**src/rtl/uart_tx.sv**
```systemverilog
// UART transmitter: start bit, 7/8 data bits LSB first, optional parity, 1/2 stop bits, 8 baud rates.
// Optional feature: define UART_TX_BREAK_EN to add a break_req input that holds the line low.
module uart_tx #(
  parameter int CLK_HZ = 100_000_000
) (
  input  logic       clk,
  input  logic       rst,
  input  logic       en,
  input  logic [2:0] clk_mode,
  input  logic       data_size,
  input  logic       parity_en,
  input  logic [1:0] parity_mode,
  input  logic       stop_bit_size,
  input  logic [7:0] data,
  input  logic       send,
`ifdef UART_TX_BREAK_EN
  input  logic       break_req,
`endif
  output logic       ready,
  output logic       tx,
  output logic       uartClock
);

  localparam int DW = $clog2(CLK_HZ / 9600 + 1);

  typedef enum logic [2:0] {
    IDLE, START, DATA, PARITY, STOP
`ifdef UART_TX_BREAK_EN
    , BRK, BRK_REC
`endif
  } state_t;

  state_t        state, state_n;
  logic [DW-1:0] div_cnt, div_len;
  logic [2:0]    bit_cnt;
  logic [7:0]    cfg_data;
  logic          cfg_size, cfg_par_en, cfg_stop2;
  logic [1:0]    cfg_par_mode;
  logic [2:0]    cfg_mode;
  logic          bit_done, accept, par_bit;
  logic [2:0]    last_bit;

  function automatic logic [DW-1:0] div_of(input logic [2:0] mode);
    case (mode)
      3'd0:    div_of = DW'(CLK_HZ / 9600);
      3'd1:    div_of = DW'(CLK_HZ / 19200);
      3'd2:    div_of = DW'(CLK_HZ / 38400);
      3'd3:    div_of = DW'(CLK_HZ / 57600);
      3'd4:    div_of = DW'(CLK_HZ / 115200);
      3'd5:    div_of = DW'(CLK_HZ / 230400);
      3'd6:    div_of = DW'(CLK_HZ / 460800);
      default: div_of = DW'(CLK_HZ / 921600);
    endcase
  endfunction

  assign div_len  = div_of(cfg_mode);
  assign bit_done = (div_cnt == div_len - DW'(1));
  assign last_bit = cfg_size ? 3'd7 : 3'd6;

  // cfg_data is masked to 7 bits at accept, so the XOR covers only the bits actually sent.
  always_comb begin
    case (cfg_par_mode)
      2'b11:   par_bit = ~^cfg_data;
      2'b10:   par_bit = ^cfg_data;
      2'b01:   par_bit = 1'b1;
      default: par_bit = 1'b0;
    endcase
  end

  always_ff @(posedge clk) begin
    if (!rst) state <= IDLE;
    else      state <= state_n;
  end

  // NOTE: every output of this block gets a default first so no path leaves one unassigned (no latches).
  always_comb begin
    state_n = state;
    accept  = 1'b0;
    ready   = 1'b0;
    tx      = 1'b1;
    case (state)
      IDLE: begin
        ready = 1'b1;
`ifdef UART_TX_BREAK_EN
        if (break_req) begin
          ready   = 1'b0;
          tx      = 1'b0;
          state_n = BRK;
        end else
`endif
        if (send && en) begin
          accept  = 1'b1;
          state_n = START;
        end
      end
      START: begin
        tx = 1'b0;
        if (bit_done) state_n = DATA;
      end
      DATA: begin
        tx = cfg_data[bit_cnt];
        if (bit_done && bit_cnt == last_bit) state_n = cfg_par_en ? PARITY : STOP;
      end
      PARITY: begin
        tx = par_bit;
        if (bit_done) state_n = STOP;
      end
      STOP: begin
        if (bit_done && (!cfg_stop2 || bit_cnt[0])) state_n = IDLE;
      end
`ifdef UART_TX_BREAK_EN
      BRK: begin
        tx = 1'b0;
        if (!break_req) state_n = BRK_REC;
      end
      BRK_REC: begin
        if (bit_done) state_n = IDLE;
      end
`endif
      default: state_n = IDLE;
    endcase
  end

  // NOTE: sequential state uses non-blocking assignments so every register sees pre-edge values.
  always_ff @(posedge clk) begin
    if (!rst) begin
      div_cnt      <= '0;
      bit_cnt      <= '0;
      cfg_data     <= '0;
      cfg_size     <= 1'b0;
      cfg_par_en   <= 1'b0;
      cfg_par_mode <= '0;
      cfg_stop2    <= 1'b0;
      cfg_mode     <= '0;
    end else begin
      if (state == IDLE || bit_done
`ifdef UART_TX_BREAK_EN
          || state == BRK
`endif
         )
        div_cnt <= '0;
      else
        div_cnt <= div_cnt + DW'(1);

      if (state_n != state)
        bit_cnt <= '0;
      else if (bit_done && (state == DATA || state == STOP))
        bit_cnt <= bit_cnt + 3'd1;

      if (accept) begin
        cfg_data     <= data_size ? data : {1'b0, data[6:0]};
        cfg_size     <= data_size;
        cfg_par_en   <= parity_en;
        cfg_par_mode <= parity_mode;
        cfg_stop2    <= stop_bit_size;
        cfg_mode     <= clk_mode;
      end
`ifdef UART_TX_BREAK_EN
      if (state == IDLE && state_n == BRK) cfg_mode <= clk_mode;
`endif
    end
  end

  // Bit-rate clock: high for the first half of every bit period, quiet while idle.
  always_comb begin
    uartClock = 1'b0;
    if (state != IDLE
`ifdef UART_TX_BREAK_EN
        && state != BRK
`endif
       )
      uartClock = (div_cnt < (div_len >> 1));
  end

endmodule

```
**config.mk**
```make
export PLATFORM = sky130hd
export DESIGN_NAME = uart_tx
export DESIGN_NICKNAME = d
export VERILOG_FILES = /design/src/rtl/uart_tx.sv
export SDC_FILE = /design/constraint.sdc
export NUM_CORES = 1
export LEC_CHECK = 0
export ABC_AREA = 1
export CAP_MARGIN = 20
export CELL_PAD_IN_SITES_DETAIL_PLACEMENT = 0
export CELL_PAD_IN_SITES_GLOBAL_PLACEMENT = 1
export CORE_ASPECT_RATIO = 0.6
export CORE_MARGIN = 8
export CORE_UTILIZATION = 44
export CTS_BUF_LIST = sky130_fd_sc_hd__clkbuf_4 sky130_fd_sc_hd__clkbuf_8 sky130_fd_sc_hd__clkbuf_16
export DETAILED_ROUTE_END_ITERATION = 8
export PLACE_DENSITY_LB_ADDON = 0.1
export SYNTH_ARGS = -nofsm -noshare
export SYNTH_HDL_FRONTEND = slang
export SYNTH_SLANG_ARGS = --single-unit
```
**constraint.sdc**
```tcl
create_clock -name clk -period 4.95 [get_ports clk]
set_input_delay 0.99 -clock clk [delete_from_list [all_inputs] [get_ports clk]]
set_output_delay 0.99 -clock clk [all_outputs]
set_load 0.02 [all_outputs]
```
Figure 1. M1 wires.
Scale bar: 20 µm.
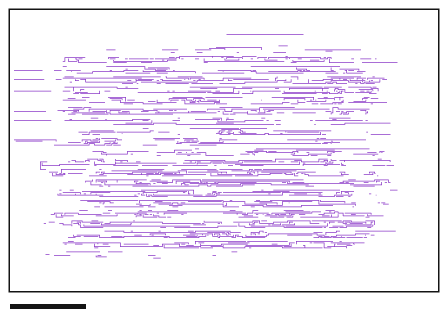
The wires run mostly horizontal. The layer carries 3970 µm of wire. 406 nets have wire on it. The longest straight run is 32.2 µm. The layer holds 59% of the routed length.
via count: 2412
grt met1 use: 0.266
final wirelength: 6780 µm

Figure 2. The metal 2 layer.
Scale bar: 20 µm.
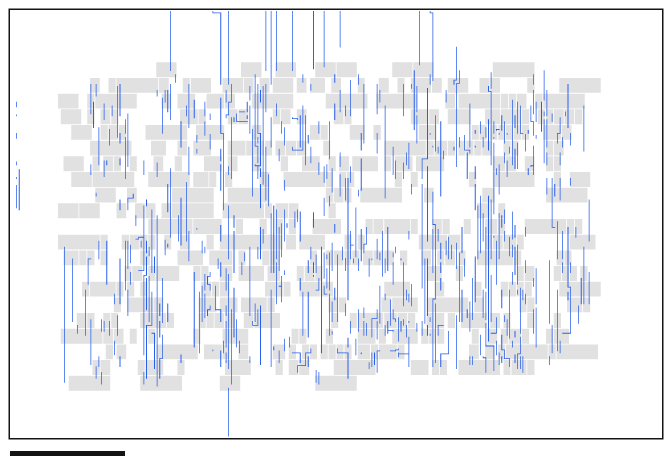
The longest straight run is 29.6 µm. The layer holds 34% of the routed length.

Figure 3. M3 wires.
Scale bar: 20 µm.
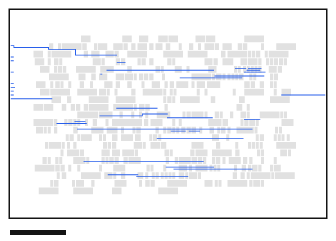
31 nets have wire on it. The longest straight run is 62.6 µm.

Figure 4. Track usage over the die.
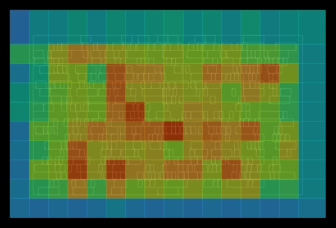
Finished Core Util: 0.522
met3 Use GR: 0.0454
layer with the highest usage: met1
DR WL/cell: 14.5 µm

==> impl_metrics.tcl <==
# yosys + openroad results
set metrics [dict create \
    status "finished clean" \
    hold_path_class "flip-flop to flip-flop" \
    mostFrequentLayoutCells "nand2_1 (87), inv_1 (43), nor2_1 (41)" \
    cp-start-kind "flip-flop" \
    min_from "cfg_par_mode[1]" \
    required_ps 3960 \
    top_area_cell "dfxtp_1" \
    synth.distinct_cells 34 \
    avgViaCountPerCell 5.15 \
    crit_type "flip-flop to output port" \
    portBuffers 22 \
    ff_type "dfxtp_1" \
    rrSetupSlack_ps 1720 \
    final_cells 468 \
    finalClockPeriodUsage 0.906 \
    area_delta_synth_final_pct 15.6 \
    fp_nets 413 \
    ys.flops 36 \
    cts_buffer_depth 2 \
    antenna_left 0 \
    io_pins 23 \
    edf_count 0 \
    htree_levels 2 \
    startpoint "cfg_mode[2]" \
    hold-path-cell-count 2 \
    postPlaceCellArea_um2 2770 \
    route.detailed.drc 0 \
    power.density_nw_per_um2 251 \
    setup_viol 0 \
    maxSlewViolCount 0 \
    lay_top_count "nand2_1" \
    p_total_uw 723 \
    yosysWarnings 0 \
    cts-root-buf "clkbuf_8" \
    first_pass_iters 4 \
    post-dp-hpwl_um 5420 \
    setup_ws_ps 467 \
    fill_cells 584 \
    grt_pass1_vias 2195 \
    core_um2 5520 \
    critical_path_arrival_ps 3490 \
    synth_stat.cells 375 \
    r2r-start "cfg_mode[2]" \
    worst_slew_pin_slew_ps 651 \
    top_area_frac 0.289 \
    whs_ps 464 \
    cts_buffers 5 \
    ys_top_cells_by_count "nand2_1 (87), inv_1 (43), nor2_1 (41)" \
    cts.reportedPaths.clkPinSlew_ps 70 \
    layout-drive-gt1-share 0.0627 \
    combGateArea_um2 1550 \
    tool_warnings 28 \
    synthTopCellsByArea "dfxtp_1 (29%), nand2_1 (13%), ha_1 (9.0%)" \
    initCoreUtil 0.451 \
    grt_overflow 0 \
    hold_buffers 0 \
    drtIter0Drc 217 \
    final_hold_viol_count 0 \
    antenna_cells 0 \
    grt_pass1_wl_um 11100 \
    syn_area_um2 2490 \
    chipHeight_um 74.3 \
    finClkSkew_ps 7.62 \
    synthCells 375 \
    cts_sinks 36 \
    grt_usage 0.168 \
    gp_congestion 0.894 \
    leakagePower_uw 0.00114 \
    grt_max_degree 27 \
    chip_area_um2 8400 \
    ys_seq_frac 0.289 \
    seqCellArea_um2 722 \
    cap_violations 0 \
    setup_tns_ps 0 \
    antenna_found_initial 0 \
    vdd_drop_max_v 0.000109 \
    rsz0062_at_grt "false" \
    cp_max_fo 11 \
    dp_slack_ps 634 \
    synth_top_cell_by_count "nand2_1" \
    ys_area_um2 2490 \
    clk_latency_ps 290 \
    tritoncts "built" \
    fmax_mhz 223 \
    reg2reg_depth 15 \
    period_minus_slack_ps 4480 \
    rows 21 \
    worstSetupEndpointType "output port" \
    avgSynthCellArea_um2 6.64 \
    dieWidth_um 113 \
    placed_cells 460 \
    slew_headroom 0.565 \
    async_flop_share 0 \
    nets 436 \
    design_area_um2 2880 \
]
## logic make-up (layout without fill, tap and decap cells)
kind of cell	after synthesis	in the layout	synth area share
AOI/OAI and AO/OA	61	61	0.133
xor gates and xnor gates	15	15	0.0527
adders and majority gates	18	18	0.0904
buffers and inverters	55	79	0.0879
DFF	36	36	0.289
and+or+nand+nor	190	190	0.347
## state kept, by name (all words and copies together) (netlist names)
register      flops
bit_cnt           3
cfg_size          1
cfg_par_mode      2
cfg_mode          3
cfg_stop2         1
cfg_data          8
state             3
cfg_par_en        1
div_cnt          14
## worst max-delay path, stage by stage, from the launching register on
cell and delay, ps:
dfxtp_2 470, nand2_1 230, nor2_1 220, inv_1 70, ha_1 270, inv_1 180, nand3_1 190, nand2_1 140
ha_1 260, a21oi_1 170, o221ai_1 150, a41oi_1 210, clkdlybuf4s50_1 640
## path summary, 6_finish.rpt
kind / to
max reg2reg: div_cnt[13]
max: uartClock
min: cfg_par_mode[1]
min reg2reg: cfg_par_mode[1]
## routing by layer
| metal | wire length [µm] | up-vias | track usage |
|---|---|---|---|
| li1 | - | 1280 | - |
| met1 | 3970 | 1069 | 0.266 |
| met2 | 2310 | 59 | 0.210 |
| met3 | 471 | 4 | 0.0454 |
| met4 | 34 | 0 | 0.0308 |
| met5 | 0 | - | 0 |
## area by class of cell
cell class | count | area share
repair buffers | 23 | 0.0791
clock buffers | 6 | 0.0265
inverters | 48 | 0.0626
well taps | 69 | 0.0300
clock inverters | 2 | 0.0122
flip-flops and latches | 36 | 0.251
multi-input cells | 284 | 0.539
## where the power goes
part           switching (µW)  internal (µW)  leakage, µW
combinational            90.4           56.7     0.000793
sequential               9.81            299     0.000293
clock                     112            155    0.0000586
## timing repair
action	in CTS	in global routing
buffers inserted	0	0
setup endpoints to repair	0	1
resized	0	1
No activity file was given, so power comes from the tool's default toggle rates.
